==> config.mk <==
export PLATFORM = sky130hd
export DESIGN_NAME = nibble_add_seq
export DESIGN_NICKNAME = d
export VERILOG_FILES = /design/src/rtl/nibble_add_seq.sv
export SDC_FILE = /design/constraint.sdc
export NUM_CORES = 1
export LEC_CHECK = 0
export ABC_AREA = 1
export ABC_CLOCK_PERIOD_IN_PS = 2500
export CAP_MARGIN = 40
export CORE_MARGIN = 2
export CORE_UTILIZATION = 40
export DETAILED_ROUTE_END_ITERATION = 10
export MAX_ROUTING_LAYER = met4
export PLACE_DENSITY = 0.6
export SLEW_MARGIN = 20
export SYNTH_ARGS = -nofsm -noshare
export SYNTH_HDL_FRONTEND = slang
export SYNTH_SLANG_ARGS = --single-unit
==> constraint.sdc <==
create_clock -name clk -period 2.5 [get_ports clk]
set_input_delay 0.625 -clock clk [delete_from_list [all_inputs] [get_ports clk]]
set_output_delay 0.625 -clock clk [all_outputs]
set_load 0.005 [all_outputs]
Fig. 1: cell classes on the final placement
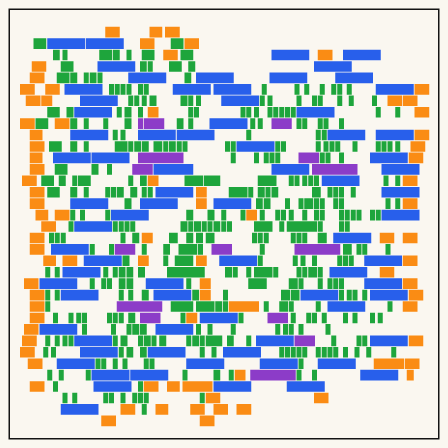
Key: blue = flops [cells 75, share of their area 39%]; green = all other logic [cells 393, share of their area 38%]; orange = other buffers and delay cells [cells 83, share of their area 17%]; purple = clock drivers and dummy loads [cells 15, share of their area 5.8%]
final core utilization: 53.1%
core area: 0.00928 mm²
FP Rows: 35
sequential cell area share: 38.1%
cell area after layout: 0.00493 mm²

Fig. 2: the metal 3 layer
The bar under the picture is 20 µm long.
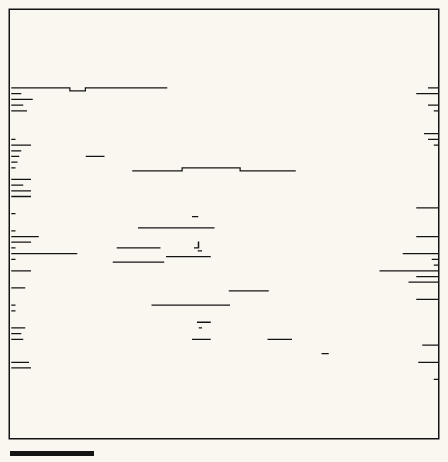
The longest straight run is 19.3 µm. The layer carries 345 µm of wire.
Total Routed Length: 8540 µm
vias: 3225
met3 usage: 3.69%

Fig. 3: sequential cells colored by netlist name
The bar under the picture is 20 µm long.
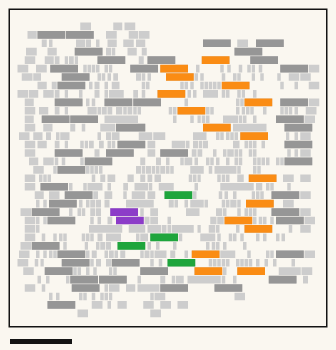
Key: green = s_tmp_q [sequential cells 4, where south]; purple = state_q [sequential cells 2]; orange = acc_q [sequential cells 16]
Another 53 sequential cells are not colored.
FF/Latch Area: 0.00188 mm²
Seq. pwr: 0.00206 W

Fig. 4: placed standard cells
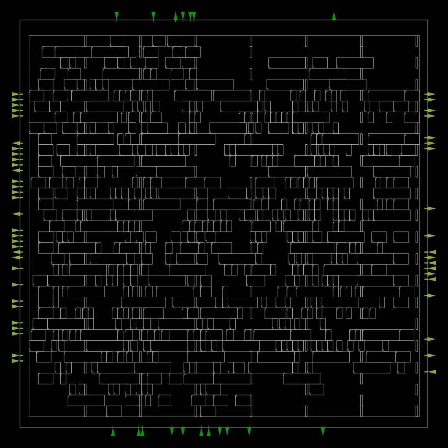
# fillers: 933
Tapcells: 129
non-filler cells, final: 695
flip-flops: 75

==> flow_metrics.env <==
# implementation run metrics
export IMPL_outcome="complete, no violations"
export IMPL_synthAdderAreaFrac_pct=3.59
export IMPL_internal_power_w=0.00367
export IMPL_gp_congestion=0.856
export IMPL_swShare_pct=35.4
export IMPL_area_delta_synth_final_pct=28.9
export IMPL_reg2reg_slack_ps=630
export IMPL_worst_endpoint_required_ps=1880
export IMPL_edf_count=0
export IMPL_antenna_left=0
export IMPL_power_top_group="combinational logic"
export IMPL_top_cells_by_count="nand2_1, dfrtp_1, o21ai_0"
export IMPL_power_density_mw_per_mm2=1150
export IMPL_die_w_um=102
export IMPL_wl_met2_um=4020
export IMPL_drt_iter0_drc=98
export IMPL_critPathMaxStageDelay_ps=390
export IMPL_path_clk_slew_ps=80
export IMPL_rr_worst_depth=10
export IMPL_use_met1_pct=23.1
export IMPL_ys_ff=75
export IMPL_ys_cells=490
export IMPL_whs_ps=136
export IMPL_critPathBufInv=4
export IMPL_gr_usage_met2_pct=30.4
export IMPL_worstPathArrival_ps=1760
export IMPL_ys_sh_xor_pct=3.66
export IMPL_drc_errors=0
export IMPL_drive_above_1_share_pct=9.36
export IMPL_clk_latency_ps=340
export IMPL_lay_top_count="nand2_1"
export IMPL_timing_final_crit_share_pct=95.4
export IMPL_dp_cells=676
export IMPL_die_y_um=102
export IMPL_io_pins=68
export IMPL_grt_use_total_pct=18.5
export IMPL_grt_overflow_total=0
export IMPL_synthArstFlopShare_pct=100
export IMPL_crit_path_frequent_cell="buf_4"
export IMPL_cts_buffers=9
export IMPL_ys_warnings_count=0
export IMPL_vdd_drop_max_uv=508
export IMPL_clkCellAreaFrac_pct=5.63
export IMPL_cp_num_cells=8
export IMPL_lay_top_cells="nand2_1, dfrtp_1, clkdlybuf4s50_1, o21ai_0, nand3_1"
export IMPL_cts_resized=14
export IMPL_top_cell_area_share_pct=49.0
export IMPL_power_frac_comb_pct=40.8
export IMPL_nonClockInverterCount=24
export IMPL_top_area_cell_class="sequential cells"
export IMPL_tool_warnings=35
export IMPL_wire_per_inst_um=12.3
export IMPL_hold_violations=0
export IMPL_critPathCaptureType="primary output"
export IMPL_buffers_excl_clock=83
export IMPL_place_worst_setup_slack_ps=105
export IMPL_io_buffers=67
export IMPL_criticalPathCategory="flop to primary output"
export IMPL_logic_family="simple AND/OR/NAND/NOR gates"
export IMPL_switching_power_w=0.00201
export IMPL_pwr_group_clock_w=0.00130
export IMPL_setup_viol=0
export IMPL_setup_tns_ps=0
export IMPL_critPathMaxFanout=3
export IMPL_sequentialPowerShare_pct=36.3
export IMPL_dr_pass1_iters=4
export IMPL_netlist_area_mm2=0.00383
export IMPL_antenna_found_initial=0
export IMPL_synthAoiAreaFrac_pct=4.97
export IMPL_viasPerCell=4.64
export IMPL_grt_pass1_wl_um=14600
export IMPL_cts_tree="yes"
export IMPL_layout_nets=614
export IMPL_ys_types=22
export IMPL_fin_worst_skew_ps=8.13
export IMPL_p_leak_nw=2.49
export IMPL_slew_viol_final=0
export IMPL_path_cells="buf_4 -> ha_2 -> nand2_2 -> inv_2 -> buf_4 -> nand3_1 -> o21ai_0 -> dlygate4sd2_1"
export IMPL_hp_class="primary input to async pin"
export IMPL_ys_flop_type="dfrtp_1"
export IMPL_sh_comb_area_pct=34.6
export IMPL_n_antenna_cell=0
export IMPL_p_total_w=0.00569
export IMPL_syn_nets=542
export IMPL_syn_inst=490
export IMPL_tightest_slew_ps=476
export IMPL_yosys_stat_area_mm2=0.00383
export IMPL_pwr_share_clk_pct=22.9
export IMPL_clock_tree_htree_level_count=3
export IMPL_postCtsSetupBuffers=3
export IMPL_pg_comb_w=0.00232
export IMPL_comb_area_mm2=0.00171
export IMPL_rsz0062_at_grt="false"
export IMPL_ys_sh_simple_pct=31.7
Power and IR drop assume default switching activity.
